**src/rtl/btn_cond_pkg.sv**
```systemverilog
// Shared types and constants for the three-button conditioner.
// Holds the press FSM state type, default debounce length and button indices.
package btn_cond_pkg;

  typedef enum logic {
    IDLE = 1'b0,
    HELD = 1'b1
  } state_t;

  localparam int DB_CYCLES_DEFAULT = 250000;
  localparam int NUM_BTN           = 3;

  localparam int BTN0 = 0;
  localparam int BTN1 = 1;
  localparam int BTN2 = 2;

  // True when exactly one bit is set.
  function automatic logic is_onehot(input logic [NUM_BTN-1:0] v);
    return (v != '0) && ((v & (v - 1'b1)) == '0);
  endfunction

endpackage

```
**src/rtl/btn_debounce.sv**
```systemverilog
// One button channel: 2-flop synchronizer, stability counter and debounced level.
// The level toggles only after DB_CYCLES consecutive synchronized samples differ from it.
module btn_debounce
  import btn_cond_pkg::*;
#(
  parameter int DB_CYCLES = DB_CYCLES_DEFAULT,
  parameter int CNT_W     = 18
) (
  input  logic clk,
  input  logic rst,
  input  logic raw,
  output logic level
);

  logic             sync1_reg;
  logic             sync2_reg;
  logic [CNT_W-1:0] cnt_reg;
  logic             level_reg;

  localparam logic [CNT_W-1:0] CNT_LAST = CNT_W'(DB_CYCLES - 1);

  always_ff @(posedge clk or negedge rst) begin
    if (!rst) begin
      sync1_reg <= 1'b0;
      sync2_reg <= 1'b0;
      cnt_reg   <= '0;
      level_reg <= 1'b0;
    end else begin
      sync1_reg <= raw;
      sync2_reg <= sync1_reg;
      // Any sample agreeing with the current level restarts the stability window.
      if (sync2_reg == level_reg) begin
        cnt_reg <= '0;
      end else if (cnt_reg == CNT_LAST) begin
        cnt_reg   <= '0;
        level_reg <= ~level_reg;
      end else begin
        cnt_reg <= cnt_reg + 1'b1;
      end
    end
  end

  assign level = level_reg;

endmodule

```
**src/rtl/btn_cond.sv**
```systemverilog
// Three-button conditioner: debounced levels, one-hot press pulse, conflict flag
// and a wrapping press counter. One press is accepted per full release of all buttons.
module btn_cond
  import btn_cond_pkg::*;
#(
  parameter int DB_CYCLES = DB_CYCLES_DEFAULT,
  parameter int CNT_W     = 18
) (
  input  logic       clk,
  input  logic       rst,
  input  logic [2:0] btn_raw,
  output logic [2:0] btn_out,
  output logic [2:0] btn_level,
  output logic       conflict,
  output logic [7:0] press_cnt
);

  state_t     state_reg, state_next;
  logic [2:0] level_d_reg;
  logic [2:0] out_reg, out_next;
  logic       conflict_reg, conflict_next;
  logic [7:0] cnt_reg, cnt_next;
  logic [2:0] rise;

  generate
    for (genvar gi = 0; gi < NUM_BTN; gi++) begin : g_chan
      btn_debounce #(
        .DB_CYCLES(DB_CYCLES),
        .CNT_W    (CNT_W)
      ) u_debounce (
        .clk  (clk),
        .rst  (rst),
        .raw  (btn_raw[gi]),
        .level(btn_level[gi])
      );
    end
  endgenerate

  assign rise = btn_level & ~level_d_reg;

  always_ff @(posedge clk or negedge rst) begin
    if (!rst) begin
      state_reg    <= IDLE;
      level_d_reg  <= '0;
      out_reg      <= '0;
      conflict_reg <= 1'b0;
      cnt_reg      <= '0;
    end else begin
      state_reg    <= state_next;
      level_d_reg  <= btn_level;
      out_reg      <= out_next;
      conflict_reg <= conflict_next;
      cnt_reg      <= cnt_next;
    end
  end

  always_comb begin
    state_next    = state_reg;
    out_next      = '0;
    conflict_next = 1'b0;
    cnt_next      = cnt_reg;
    case (state_reg)
      IDLE: begin
        if (rise != '0) begin
          state_next = HELD;
          // Simultaneous rises are ambiguous, so only flag them; never emit a multi-hot code.
          if (is_onehot(rise)) begin
            out_next = rise;
            cnt_next = cnt_reg + 8'd1;
          end else begin
            conflict_next = 1'b1;
          end
        end
      end
      HELD: begin
        if (btn_level == '0) state_next = IDLE;
      end
      default: state_next = IDLE;
    endcase
  end

  assign btn_out   = out_reg;
  assign conflict  = conflict_reg;
  assign press_cnt = cnt_reg;

endmodule

```
**config.mk**
```make
export PLATFORM = sky130hd
export DESIGN_NAME = btn_cond
export DESIGN_NICKNAME = d
export VERILOG_FILES = /design/src/rtl/btn_cond_pkg.sv /design/src/rtl/btn_debounce.sv /design/src/rtl/btn_cond.sv
export SDC_FILE = /design/constraint.sdc
export NUM_CORES = 1
export LEC_CHECK = 0
export ABC_AREA = 1
export CAP_MARGIN = 30
export CORE_MARGIN = 2
export CORE_UTILIZATION = 64
export DETAILED_ROUTE_END_ITERATION = 10
export GPL_ROUTABILITY_DRIVEN = 0
export PLACE_DENSITY = 0.84
export RECOVER_POWER = 100
export REMOVE_ABC_BUFFERS = 1
export SLEW_MARGIN = 20
export SYNTH_ARGS = -nofsm -noshare
export SYNTH_HDL_FRONTEND = slang
export SYNTH_SLANG_ARGS = --single-unit
```
**constraint.sdc**
```tcl
create_clock -name clk -period 2.8 [get_ports clk]
set_clock_uncertainty 0.05 [all_clocks]
set_input_delay 0.56 -clock clk [delete_from_list [all_inputs] [get_ports clk]]
set_output_delay 0.56 -clock clk [all_outputs]
set_load 0.05 [all_outputs]
```
==> out/metrics.sh, run 1 <==
DRT_DRC_VIOLATIONS_LEFT=0
CELL_CLASS_CONTRIBUTING_THE_BIGGEST_SHARE_OF_WORST_PATH_DELAY='buffers and inverters'
SEQCELLAREA_UM2=1980
RSZ0062_AT_GRT='no'
COMB_TOTAL_AREA_PCT=39.3
CLOCK_TREE.ROOT_CELL='sky130_fd_sc_hd__clkbuf_8'
COMB_POWER_uW=66.3
POWER.IR.VDD_WORST_V=0.000317
CLOCK_BUFFERS=12
CLKCELLAREAFRAC_PCT=4.92
POST_SYNTH_MAIN_AREA_CONTRIBUTORS='sky130_fd_sc_hd__dfrtp_1 (50%), sky130_fd_sc_hd__nor2_1 (11%), sky130_fd_sc_hd__nand2_1 (11%), sky130_fd_sc_hd__inv_1 (3.8%), sky130_fd_sc_hd__xor2_1 (2.9%)'
HOLD_VIOL=0
TIMING.HOLD.WORST.START='g_chan[1].u_debounce.sync1_reg'
RUN_STATUS='complete, no violations'
YS_SEQ_SHARE_PCT=49.5
TOP_CELLS_BY_COUNT='sky130_fd_sc_hd__nor2_1 (113), sky130_fd_sc_hd__nand2_1 (112), sky130_fd_sc_hd__dfrtp_1 (79), sky130_fd_sc_hd__inv_1 (40), sky130_fd_sc_hd__nand3_1 (22)'
FIN_NETS=528
COMB.MULTI_INPUT.COUNT=364
CORE_AREA_UM2=5990
TOP_POWER_GROUP='sequential cells'
FIN_UTIL_PCT=73.4
FINAL_CELL_COUNT_NO_FILL=599
GRT_USAGE_PCT=24.0
SETUP-VIOLATIONS-FINAL=0
TAP_CELLS=75
SYNTH_LARGEST_TYPE_AREA_FRACTION_PCT=49.5
TRITONCTS.NUM_BUFFERS=9
CLOCK.LATENCY.LATE_PIN_NS=0.34
CLOCK_SINK_COUNT=79
WORSTPATHARRIVAL_NS=1.72
VIA_DENSITY_PER_INSTANCE=5.45
POWER_PER_CELL_AREA_nW_PER_UM2=483
END_KIND='output port'
DETAILED_ROUTING_ITERATIONS_PASS_1=5
REQUIRED_NS=2.19
WL_PER_CELL_UM=12.7
UNIQUE_CELL_TYPE_COUNT_IN_THE_YOSYS_NETLIST=31
SYN-INSTANCE-COUNT=491
DRIVE_ABOVE_1_SHARE_PCT=5.53
SYN_AREA_UM2=3990
SEQUENTIALPOWER_mW=1.16
POST_SYNTH_EDFFS=0
LEAKAGE_nW=1.97
SYNTH_WARNINGS=0
FP_UTIL_PCT=66.6
TIMING.CRITICAL_PATH.SLOWEST_CELL_DELAY_NS=0.93
NETLIST.TOP_CELL.BY_AREA='sky130_fd_sc_hd__dfrtp_1'
CLKSLEWWORSTSETUPHOLDPATHS_NS=0.08
MIN_PERIOD_OVER_PERIOD_PCT=83.2
REG_TO_REG_SETUP_TIMING_SLACK_NS=0.95
TRITONCTS_CLOCK_TREE='yes'
CRIT_BUF_INV=1
POSTCTSRESIZEDCELLS=0
CRIT_PATH_MAX_FANOUT=6
HOLD_PATH_END='g_chan[1].u_debounce.sync2_reg'
DESIGN.PORTCOUNT=20
SYNTH.MOST_COMMON_CELL='sky130_fd_sc_hd__nor2_1'
CTS_POST_SETUP_BUFFERS_INSERTED=0
DESTINATION_OF_THE_WORST_REGISTER_TO_REGISTER_TIMING_PATH='g_chan[0].u_debounce.cnt_reg[7]'
N_ALL_INVERTERS=44
ANT_NETS=0
WORST_SLEW_PIN_SLEW_NS=1.37
POWER.SWITCHING_uW=463
HPWLAFTERDP_UM=5470
SEQ_SHARE_PCT=45.0
## run 1: how the worst max path moves through the flow
stage                               start            to  depth (start not counted)
6_report       g_chan[1].u_debounce.level  btn_level[1]                          1
2_1_floorplan  g_chan[2].u_debounce.level  press_cnt[5]                          6
3_5_place_dp   g_chan[0].u_debounce.level  btn_level[0]                          1
4_1_cts        g_chan[0].u_debounce.level  btn_level[0]                          1
5_1_grt        g_chan[1].u_debounce.level  btn_level[1]                          1
3_3_place_gp   g_chan[0].u_debounce.level  btn_level[0]                          1
## run 1: layout by cell type, fill, tap and decap left out, drive strengths merged, types with 4 or more instances in the layout
cell,Yosys,routed
nand2,122,122
nor2,122,122
dfrtp,79,79
inv,44,44
nand3,24,24
nor3,18,18
dlygate4sd3,0,18
nand4,16,16
xor2,13,13
xnor2,13,13
clkbuf,0,13
a21oi,11,11
nor3b,6,6
o21ai,5,5
and2,4,4
ha,4,4
## run 1: cells by family (layout without fill, tap and decap cells)
family                   count (synthesis)  in the layout  synth area share [%]
XOR/XNOR                                26             26                  5.89
buffers and inverters                   48             81                  4.98
AND/OR/NAND/NOR                        315            315                  35.6
adder cells (fa/ha/maj)                  4              4                  1.25
AND-OR/OR-AND                           19             19                  2.76
flip-flops                              79             79                  49.5
## run 1: per-stage QoR
stage	power, mW	cell area (um^2)	hold WS [ns]	worst slack [ns]
after floorplan	1.22	3960	0.214	1.21
after detailed placement	1.25	4250	0.310	0.868
after global placement	1.25	4250	0.309	0.882
after CTS	2.14	4460	0.327	0.485
after global routing	2.21	4400	0.335	0.422
final	2.12	4400	0.325	0.471
## run 1: metal layers
metal	GRT usage (%)	share of wire [%]
met3	5.67	4.4
met2	39.2	49
met4	7.90	1.4
met1	31.9	45
met5	0	0
run_1/layer_met1.png
Scale: 4 px per um. Cells faint in the background.
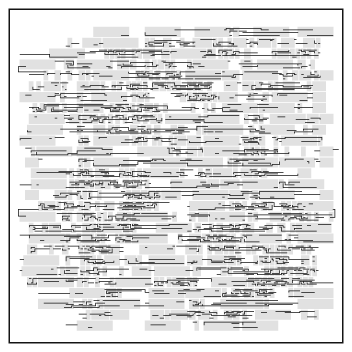
The wires run mostly horizontal. The layer holds 45% of the routed length. 488 nets have wire on it.
met1 Use GR: 31.9%
wirelength, routed: 7600 um
number of vias after detailed routing: 3262

run_1/layer_met2.png
Scale: 6 px per um.
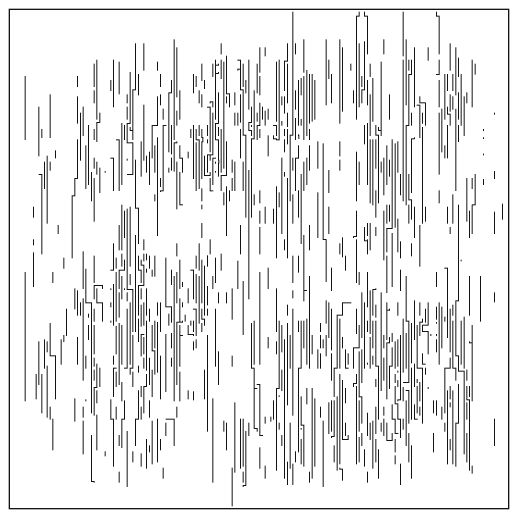
The layer carries 3710 um of wire. The longest straight run is 23.5 um. The layer holds 49% of the routed length.
met2 track demand over resource: 39.2%

run_1/layer_met3.png
Scale: 3 px per um. Cells faint in the background.
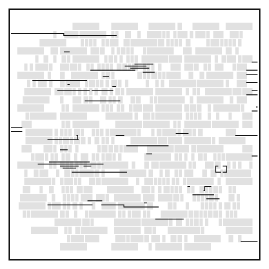
41 nets have wire on it. The wires run mostly horizontal. The layer holds 4.5% of the routed length. The layer carries 338 um of wire.
met3 Track Usage GR: 5.67%

run_1/io_placement.png
Scale: 6 px per um. Pins as bars across the die edge, other pins in gray.
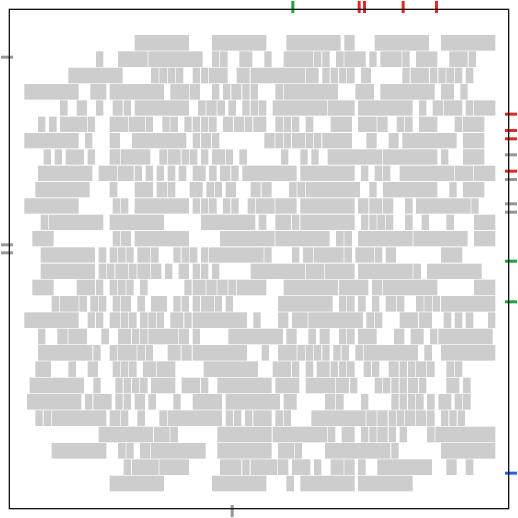
Key: press_cnt = red [pins 8, direction output, edge 4 top, 4 right]; rst = blue [pins 1, direction input, edge right]; btn_level = green [pins 3, direction output, edge 2 right, 1 top]
All pins by edge: 11 right, 5 top, 3 left, 1 bottom.
vertical extent of the die: 83.0 um
Port-buffer cells: 19
die boundary width: 83.0 um

==> run 2, diff against run 1 <==
--- a/config.mk
+++ b/config.mk
@@ -8,10 +8,10 @@
 export ABC_AREA = 1
 export CAP_MARGIN = 30
 export CORE_MARGIN = 2
-export CORE_UTILIZATION = 64
+export CORE_UTILIZATION = 54
 export DETAILED_ROUTE_END_ITERATION = 10
 export GPL_ROUTABILITY_DRIVEN = 0
-export PLACE_DENSITY = 0.84
+export PLACE_DENSITY = 0.76
 export RECOVER_POWER = 100
 export REMOVE_ABC_BUFFERS = 1
 export SLEW_MARGIN = 20
==> constraint.sdc (replaced) <==
create_clock -name clk -period 2.1 [get_ports clk]
set_clock_uncertainty 0.05 [all_clocks]
set_input_delay 0.42 -clock clk [delete_from_list [all_inputs] [get_ports clk]]
set_output_delay 0.42 -clock clk [all_outputs]
set_load 0.05 [all_outputs]
run_2/layer_met1.png
Scale: 4 px per um. Cells faint in the background.
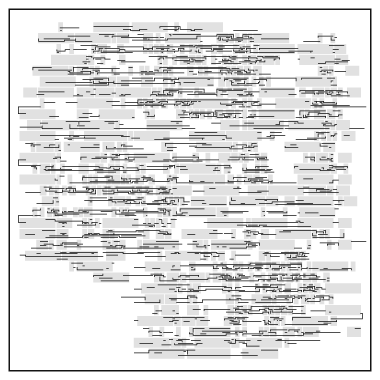
495 nets have wire on it. The layer carries 3580 um of wire. The wires run mostly horizontal. The layer holds 47% of the routed length.
wirelength, routed: 7650 um
number of vias after detailed routing: 3206

==> run 2 against run 1 <==
Compared with the run above:
- final area down 0.28%
- flip-flop count unchanged
- synthesized area unchanged
- global-route usage down 3.6 points
- largest power group unchanged
- sequential power up 34%
==> out/metrics.sh, run 2 <==
RUN_STATUS='complete, no violations'  # unchanged
CORE.ROWCOUNT=31  # was 28
POWER_PER_CELL_AREA_nW_PER_UM2=638  # was 483 nW/um^2
SYN_AREA_UM2=3990  # unchanged
CRIT_BUF_INV=1  # unchanged
LOGIC_AREA_UM2=1730  # about the same
VIA_DENSITY_PER_INSTANCE=5.14  # was 5.45
CORE_AREA_UM2=7210  # was 5990 um^2
SYNTH_ADDER_AREA_SHARE_PCT=1.25  # unchanged
TOP_CELLS_BY_COUNT='sky130_fd_sc_hd__nor2_1 (113), sky130_fd_sc_hd__nand2_1 (112), sky130_fd_sc_hd__dfrtp_1 (79), sky130_fd_sc_hd__inv_1 (40), sky130_fd_sc_hd__nand3_1 (22)'  # unchanged
MIN-DELAY-PATH-CLASS='register to register'  # unchanged
CTS_POST_SETUP_BUFFERS_INSERTED=0  # unchanged
POST_SYNTH_MAIN_AREA_CONTRIBUTORS='sky130_fd_sc_hd__dfrtp_1 (50%), sky130_fd_sc_hd__nor2_1 (11%), sky130_fd_sc_hd__nand2_1 (11%), sky130_fd_sc_hd__inv_1 (3.8%), sky130_fd_sc_hd__xor2_1 (2.9%)'  # unchanged
ANT_NETS=0  # unchanged
FINAL_CELL_COUNT_NO_FILL=624  # was 599
TIMING.SETUP.CRITICAL_PATH_CLASS='register to output port'  # unchanged
CLKSLEWWORSTSETUPHOLDPATHS_NS=0.07  # was 0.08 ns
NETLIST_LOGIC_FAMILY_TOP='simple AND/OR/NAND/NOR gates'  # unchanged
SYNTH.MOST_COMMON_CELL='sky130_fd_sc_hd__nor2_1'  # unchanged
LEAKAGE_nW=1.92  # was 1.97 nW
HPWLAFTERDP_UM=5700  # was 5470 um
GRT_USAGE_PCT=20.4  # was 24.0%
TIMING.SLEW.HEADROOM_PCT=29.5  # was 8.38%
INSERTEDDIODECOUNT=0  # unchanged
DRT_DRC_VIOLATIONS_LEFT=0  # unchanged
END_KIND='output port'  # unchanged
SYN_AVG_CELL_AREA_UM2=8.13  # unchanged
SYNTH-ASYNC-RESET-RATIO_PCT=100  # unchanged
CRIT_PATH_MAX_FANOUT=5  # was 6
FLOORPLAN.DIE_AREA_UM2=8100  # was 6890 um^2
CELL_CLASS_CONTRIBUTING_THE_BIGGEST_SHARE_OF_WORST_PATH_DELAY='buffers and inverters'  # unchanged
DETAILED_ROUTING_ITERATIONS_PASS_1=4  # was 5
SYN-INSTANCE-COUNT=491  # unchanged
POST_SYNTH_EDFFS=0  # unchanged
HOLD_VIOL=0  # unchanged
DETAILEDROUTE.FIRSTITERATIONVIOLATIONS=194  # was 214
FP_UTIL_PCT=55.3  # was 66.6%
CRITPATHSLOWESTCELL='sky130_fd_sc_hd__clkdlybuf4s50_1'  # was sky130_fd_sc_hd__dlygate4sd3_1
GLOBALROUTEMET2UTIL_PCT=32.2  # was 39.2%
YS_SH_SIMPLE_PCT=35.6  # unchanged
CLOCK_SINK_COUNT=79  # unchanged
GRT_OVERFLOW_TOTAL=0  # unchanged
YOSYS_MOST_USED_DFF='sky130_fd_sc_hd__dfrtp_1'  # unchanged
SYNTH-SEQ-CELLS=79  # unchanged
TRITONCTS.NUM_BUFFERS=9  # unchanged
TIMING.CRITICAL_PATH.SLOWEST_CELL_DELAY_NS=0.83  # was 0.93 ns
FINAL_CELL_MIX='sky130_fd_sc_hd__nand2_1 (118), sky130_fd_sc_hd__nor2_1 (117), sky130_fd_sc_hd__dfrtp_1 (79)'  # was sky130_fd_sc_hd__nand2_1 (120), sky130_fd_sc_hd__nor2_1 (117), sky130_fd_sc_hd__dfrtp_1 (79)
REPORT.FINAL.SLEW_VIOL_COUNT=0  # unchanged
R2R_CELLS=8  # unchanged
CLOCKBUFFERDEPTH=2  # unchanged
MET3WIRELENGTH_UM=417  # was 337 um
YS_SEQ_SHARE_PCT=49.5  # unchanged
WORSTPATHARRIVAL_NS=1.59  # was 1.72 ns
WORST_SLEW_PIN_SLEW_NS=1.06  # was 1.37 ns
XOR_AREA_SHARE_PCT=5.89  # unchanged
MAX_CAP_VIOLATIONS=0  # unchanged
FIN_NETS=531  # was 528
FINALWORSTPATHREQUIREDPERIOD_NS=2.06
GROUTE.LAYER.MET3.USAGE_PCT=4.53  # was 5.67%
LAYOUT.FILLER_CELLS=682  # was 457
NETLIST.TOP_CELL.BY_AREA='sky130_fd_sc_hd__dfrtp_1'  # unchanged
MET2_LENGTH_UM=3560  # was 3710 um
TOP_USAGE_LAYER='met2'  # unchanged
SETUP-VIOLATIONS-FINAL=0  # unchanged
CLOCK_TREE.ROOT_CELL='sky130_fd_sc_hd__clkbuf_8'  # unchanged
NUMPLACEDINSTANCES=609  # was 582
M1WIRELENGTH_UM=3580  # was 3450 um
MULTIPLEXER_AREA_FRACTION_AFTER_SYNTHESIS_PCT=0  # unchanged
AREA.GROWTH.SYNTH_TO_FINAL_PCT=9.84  # was 10.2%
SYNTH_WARNINGS=0  # unchanged
UNIQUE_CELL_TYPE_COUNT_IN_THE_YOSYS_NETLIST=31  # unchanged
RSZ0062_AT_GRT='no'  # unchanged
MOST_FREQUENT_LOGIC_CELL_IN_THE_LAYOUT='sky130_fd_sc_hd__nand2_1'  # unchanged
VIAS_IN_THE_FIRST_GLOBAL_ROUTE=3119  # was 3192
SYNTH-COMPOUND-AREA-SHARE_PCT=2.76  # unchanged
SETUP_TNS_NS=0  # unchanged
NUMBER_OF_WARNINGS_IN_THE_STAGE_LOGS=25  # unchanged
GRT_PASS1_WL_UM=13600  # was 13700 um
CP_CELL_SEQUENCE='clkdlybuf4s50_1'  # was dlygate4sd3_1
GRT_START_MAX_NET_PINS=44  # was 80
ANTENNA_VIOLATIONS_BEFORE_REPAIR=0  # unchanged
CRITPATHLAUNCHTYPE='register'  # unchanged
DRIVE_ABOVE_1_SHARE_PCT=5.71  # was 5.53%
YS_CELLS=491  # unchanged
CLOCK.LATENCY.LATE_PIN_NS=0.35  # was 0.34 ns
DESIGN.PORTCOUNT=20  # unchanged
TOP_LAYER='met4'  # unchanged
FIN_UTIL_PCT=60.8  # was 73.4%
YOSYS.STAT.CHIPAREA_UM2=3990  # unchanged
NUMBER_OF_STAGES_ON_THE_WORST_SETUP_PATH=1  # unchanged
FIN_AREA_UM2=4390  # was 4400 um^2
POST-LAYOUT-TOTAL-POWER_mW=2.80  # was 2.12 mW
PLACED_AREA_UM2=4310  # was 4250 um^2
MIN_PERIOD_OVER_PERIOD_PCT=98.1
CTSHTREEMAXLEVEL=3  # unchanged
PORT-BUFFER-COUNT=19  # unchanged
TRITONCTS_CLOCK_TREE='yes'  # unchanged
TIMING.FMAX_MHz=486
SYNTH_LARGEST_TYPE_AREA_FRACTION_PCT=49.5  # unchanged
SEQCELLAREA_UM2=1980  # unchanged
POWER.IR.VDD_WORST_V=0.000491  # was 0.000317 V
WORST_HOLD_PATH.NUM_CELLS=0  # unchanged
REQUIRED_NS=1.63  # was 2.19 ns
WL_PER_CELL_UM=12.3  # was 12.7 um
LARGEST_REG_FLOPS=54  # unchanged
GRT_USE_MET1_PCT=27.5  # was 31.9%
run_2/io_placement.png
Scale: 6 px per um. Pins as bars across the die edge, other pins in gray.
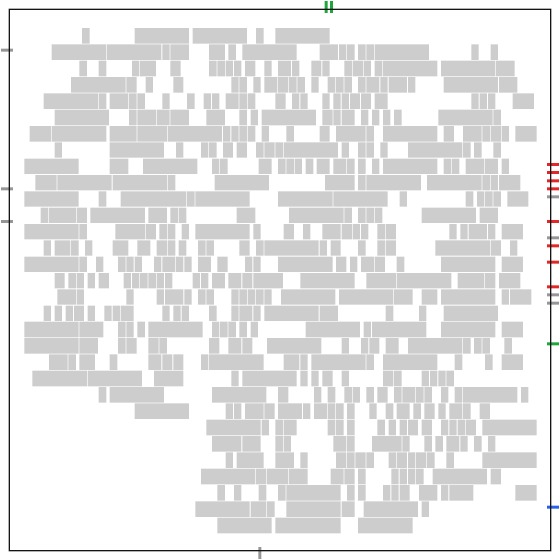
Key: btn_level = green [pins 3, direction output, edge 2 top, 1 right]; rst = blue [pins 1, direction input, edge right]; press_cnt = red [pins 8, direction output, edge right]
die boundary width: 90.0 um
vertical extent of the die: 90.0 um

-- run 2: cell counts after synthesis --
No cell type changed its count.
-- run 2: cell type report --
cell class,instances,area share [%]
flip-flops and latches,79,45.1
multi-input cells,364,39.5
repair buffers,24,4.31
inverters,44,3.77
clock buffers,9,2.82
well taps,99,2.82
clock inverters,5,1.71
-- run 2: path summary, 6_finish.rpt --
kind | to | slack (ns) | from
setup / recovery | press_cnt[0] | 0.04 | press_cnt[0]
hold / removal | g_chan[2].u_debounce.sync2_reg | 0.30 | g_chan[2].u_debounce.sync1_reg
setup reg to reg | g_chan[1].u_debounce.cnt_reg[7] | 0.32 | g_chan[1].u_debounce.cnt_reg[0]
hold reg to reg | g_chan[2].u_debounce.sync2_reg | 0.30 | g_chan[2].u_debounce.sync1_reg
max in group asynchronous | g_chan[2].u_debounce.cnt_reg[4] | 0.33 | rst
min in group asynchronous | g_chan[1].u_debounce.cnt_reg[11] | 0.74 | rst
-- run 2: metrics by stage --
| stage | hold WS (ns) | worst slack (ns) |
|---|---|---|
| 2_1_floorplan | 0.0744 | 0.506 |
| 3_3_place_gp | 0.268 | 0.420 |
| 3_5_place_dp | 0.266 | 0.400 |
| 4_1_cts | 0.293 | 0.0103 |
| 5_1_grt | 0.301 | 0.00280 |
| 6_report | 0.295 | 0.0405 |
-- run 2: logic make-up after synthesis --
logic type	Yosys count
AND/OR/NAND/NOR	315
flip-flops	79
XOR/XNOR	26
buffers and inverters	48
AND-OR/OR-AND	19
adder cells (fa/ha/maj)	4
-- run 2: power breakdown --
part / switching, mW / internal [mW]
sequential: 0.0116 / 1.54
clock: 0.509 / 0.650
combinational: 0.0635 / 0.0250
total: 0.584 / 2.21
-- run 2: repair_timing --
item,CTS,global route
hold buffers,1,0
endpoints found under the hold margin,19,0
setup endpoints to repair,0,2
resized,0,2
==> run 3, diff against run 2 <==
--- a/config.mk
+++ b/config.mk
@@ -6,15 +6,16 @@
 export NUM_CORES = 1
 export LEC_CHECK = 0
 export ABC_AREA = 1
-export CAP_MARGIN = 30
+export CAP_MARGIN = 20
 export CORE_MARGIN = 2
 export CORE_UTILIZATION = 54
 export DETAILED_ROUTE_END_ITERATION = 10
 export GPL_ROUTABILITY_DRIVEN = 0
-export PLACE_DENSITY = 0.76
+export PLACE_DENSITY = 0.75
 export RECOVER_POWER = 100
 export REMOVE_ABC_BUFFERS = 1
 export SLEW_MARGIN = 20
 export SYNTH_ARGS = -nofsm -noshare
 export SYNTH_HDL_FRONTEND = slang
+export SYNTH_HIERARCHICAL = 1
 export SYNTH_SLANG_ARGS = --single-unit
run_3/layer_met2.png
Scale: 4 px per um.
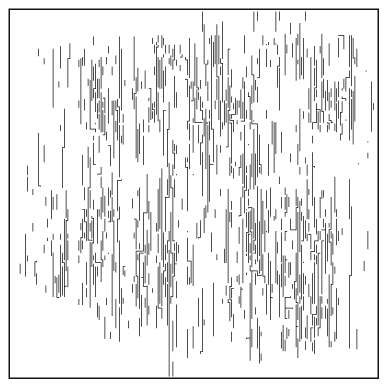
452 nets have wire on it. The layer carries 3720 um of wire. The longest straight run is 31.4 um.
met2 track demand over resource: 33.5%
wirelength, routed: 7660 um

==> run 3 against run 2 <==
Compared with the run above:
- clock-buffer cell count rose by 1
- core utilization fell by 0.51 points
- largest power group unchanged
- final area rose by 4.6%
- worst hold slack improved by 0.0028 ns
- via count rose by 2.1%
- fmax rose by 1.8%
- flip-flop count did not move
- die area rose by 4.3%
- final cell count rose by 5.8%
- critical path depth did not move
==> out/metrics.sh, run 3 <==
RUN_STATUS='complete, no violations'  # unchanged
R2R_CELLS=6  # was 8
AREA.GROWTH.SYNTH_TO_FINAL_PCT=9.96  # was 9.84%
SEQUENTIALPOWER_mW=1.56  # was 1.55 mW
WL_PER_CELL_UM=11.6  # was 12.3 um
CTSHTREEMAXLEVEL=3  # unchanged
DPL_WORST_SLACK_NS=0.401  # was 0.400 ns
DESIGN.PORTCOUNT=20  # unchanged
WORST_SLEW_PIN_SLEW_NS=0.844  # was 1.06 ns
TIMING.HOLD.WS_NS=0.298  # was 0.295 ns
POWER.SHARE.SEQUENTIAL_PCT=54.8  # was 55.4%
HOLD_VIOL=0  # unchanged
CELL_CLASS_CONTRIBUTING_THE_BIGGEST_SHARE_OF_WORST_PATH_DELAY='buffers and inverters'  # unchanged
YS_SH_SIMPLE_PCT=34.8  # was 35.6%
GRT_USAGE_PCT=20.2  # was 20.4%
FIN_UTIL_PCT=60.3  # was 60.8%
GRT_START_MAX_NET_PINS=36  # was 44
MIN_PERIOD_OVER_PERIOD_PCT=96.4  # was 98.1%
NETLIST_LOGIC_FAMILY_TOP='simple AND/OR/NAND/NOR gates'  # unchanged
DRT_DRC_VIOLATIONS_LEFT=0  # unchanged
END_KIND='output port'  # unchanged
TIMING.SETUP.CRITICAL_PATH_CLASS='register to output port'  # unchanged
YOSYS_MOST_USED_DFF='sky130_fd_sc_hd__dfrtp_1'  # unchanged
CRIT_START='press_cnt[6]'  # was press_cnt[0]
SYN-INSTANCE-COUNT=521  # was 491
CLOCK.LATENCY.LATE_PIN_NS=0.35  # about the same
CLOCK_TREE.ROOT_CELL='sky130_fd_sc_hd__clkbuf_8'  # unchanged
TIMING.HOLD.WORST.START='g_chan[1].u_debounce/sync1_reg'  # was g_chan[2].u_debounce.sync1_reg
TOP_LAYER='met4'  # unchanged
POST-LAYOUT-TOTAL-POWER_mW=2.84  # was 2.80 mW
REQUIRED_NS=1.63  # about the same
GRT_PASS1_WL_UM=13800  # was 13600 um
FINAL_CELL_COUNT_NO_FILL=660  # was 624
MET2_LENGTH_UM=3720  # was 3560 um
NETLIST.TOP_CELL.BY_AREA='sky130_fd_sc_hd__dfrtp_1'  # unchanged
SYNTH.MOST_COMMON_CELL='sky130_fd_sc_hd__nand2_1'  # was sky130_fd_sc_hd__nor2_1
GRT_OVERFLOW_TOTAL=0  # unchanged
SYNTH-COMPOUND-AREA-SHARE_PCT=3.45  # was 2.76%
LAYOUT.FILLER_CELLS=689  # was 682
POWER.IR.VDD_WORST_V=0.000304  # was 0.000491 V
NUMPLACEDINSTANCES=644  # was 609
DIE_H_UM=91.9  # was 90.0 um
POST_SYNTH_MAIN_AREA_CONTRIBUTORS='sky130_fd_sc_hd__dfrtp_1 (47%), sky130_fd_sc_hd__nand2_1 (9.9%), sky130_fd_sc_hd__nor2_1 (9.5%), sky130_fd_sc_hd__inv_1 (5.5%), sky130_fd_sc_hd__xor2_1 (4.8%)'  # was sky130_fd_sc_hd__dfrtp_1 (50%), sky130_fd_sc_hd__nor2_1 (11%), sky130_fd_sc_hd__nand2_1 (11%), sky130_fd_sc_hd__inv_1 (3.8%), sky130_fd_sc_hd__xor2_1 (2.9%)
TRITONCTS.NUM_BUFFERS=9  # unchanged
DETAILED_ROUTING_ITERATIONS_PASS_1=6  # was 4
TOP_USAGE_LAYER='met2'  # unchanged
FIN_NETS=563  # was 531
INSERTEDDIODECOUNT=0  # unchanged
MOST_FREQUENT_LOGIC_CELL_IN_THE_LAYOUT='sky130_fd_sc_hd__nand2_1'  # unchanged
M1WIRELENGTH_UM=3610  # was 3580 um
TOP_POWER_GROUP='sequential cells'  # unchanged
TIMING.RR.START='g_chan[2].u_debounce/cnt_reg[0]'  # was g_chan[1].u_debounce.cnt_reg[0]
ANTENNA_VIOLATIONS_BEFORE_REPAIR=0  # unchanged
SYNTH_ADDER_AREA_SHARE_PCT=1.20  # was 1.25%
SHARE_COMB_OF_TOTAL_POWER_PCT=3.1  # was 3.2%
FLOORPLAN.DIE_AREA_UM2=8440  # was 8100 um^2
UNIQUE_CELL_TYPE_COUNT_IN_THE_YOSYS_NETLIST=27  # was 31
MULTIPLEXER_AREA_FRACTION_AFTER_SYNTHESIS_PCT=0  # unchanged
SYNTH-ASYNC-RESET-RATIO_PCT=100  # unchanged
CTS_POST_SETUP_BUFFERS_INSERTED=0  # unchanged
CLOCKPOWERSHARE_PCT=42.1  # was 41.4%
MAX_CAP_VIOLATIONS=0  # unchanged
LARGEST_REG_FLOPS=54  # unchanged
GRT_USE_MET1_PCT=26.8  # was 27.5%
SETUP_TNS_NS=0  # unchanged
CLOCK_SINK_COUNT=79  # unchanged
POST_SYNTH_EDFFS=0  # unchanged
ANT_NETS=0  # unchanged
run_3/layer_met3.png
Scale: 3 px per um. Cells faint in the background.
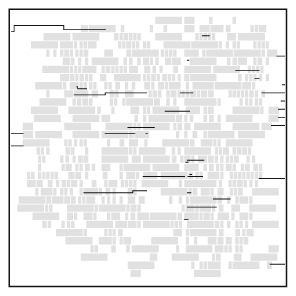
met3 Track Usage GR: 4.44%
number of vias after detailed routing: 3272

-- run 3: netlist changes by cell type after synthesis, sizes merged, moves of 3 or more --
| cell | previous run | this run |
|---|---|---|
| nor2 | 122 | 125 |
| nor3b | 6 | 3 |
| nand4 | 16 | 9 |
| inv | 44 | 68 |
| a21oi | 11 | 14 |
| and2 | 4 | 0 |
| nor3 | 18 | 6 |
| nand2 | 122 | 136 |
| nand3 | 24 | 30 |
| xnor2 | 13 | 8 |
| xor2 | 13 | 23 |
| o21ai | 5 | 9 |
-- run 3: area by class of cell --
type / instances / area [um^2] / area share, %
inverter: 68 / 255 / 5.57
clock buffer: 10 / 128 / 2.78
clock inverter: 5 / 81.3 / 1.77
multi-input combinational: 371 / 1850 / 40.3
sequential: 79 / 1980 / 43.1
timing repair buffer: 25 / 169 / 3.68
tap: 102 / 128 / 2.78
-- run 3: worst reg2reg max path, stage by stage, from the launching register on --
cell and delay, ns:
sky130_fd_sc_hd__dfrtp_1 0.39, sky130_fd_sc_hd__ha_1 0.20, sky130_fd_sc_hd__nand3_1 0.16, sky130_fd_sc_hd__nor2_1 0.25, sky130_fd_sc_hd__nand2_1 0.12, sky130_fd_sc_hd__nand2_1 0.28
sky130_fd_sc_hd__nor2_1 0.10
-- run 3: worst max-delay path by stage --
stage	end	slack (ns)	cells after the start
2_1_floorplan	g_chan[1].u_debounce/cnt_reg[10]	0.54	4
4_1_cts	press_cnt[5]	0.01	1
5_1_grt	press_cnt[1]	0.02	1
3_5_place_dp	press_cnt[5]	0.40	1
6_report	press_cnt[6]	0.08	1
3_3_place_gp	press_cnt[2]	0.41	1
-- run 3: repair_timing --
action	4_1_cts	5_1_grt
setup endpoints to repair	0	5
endpoints found under the hold margin	33	0
hold buffers	1	0
resized	0	5
No activity file was given, so power comes from the tool's default toggle rates.
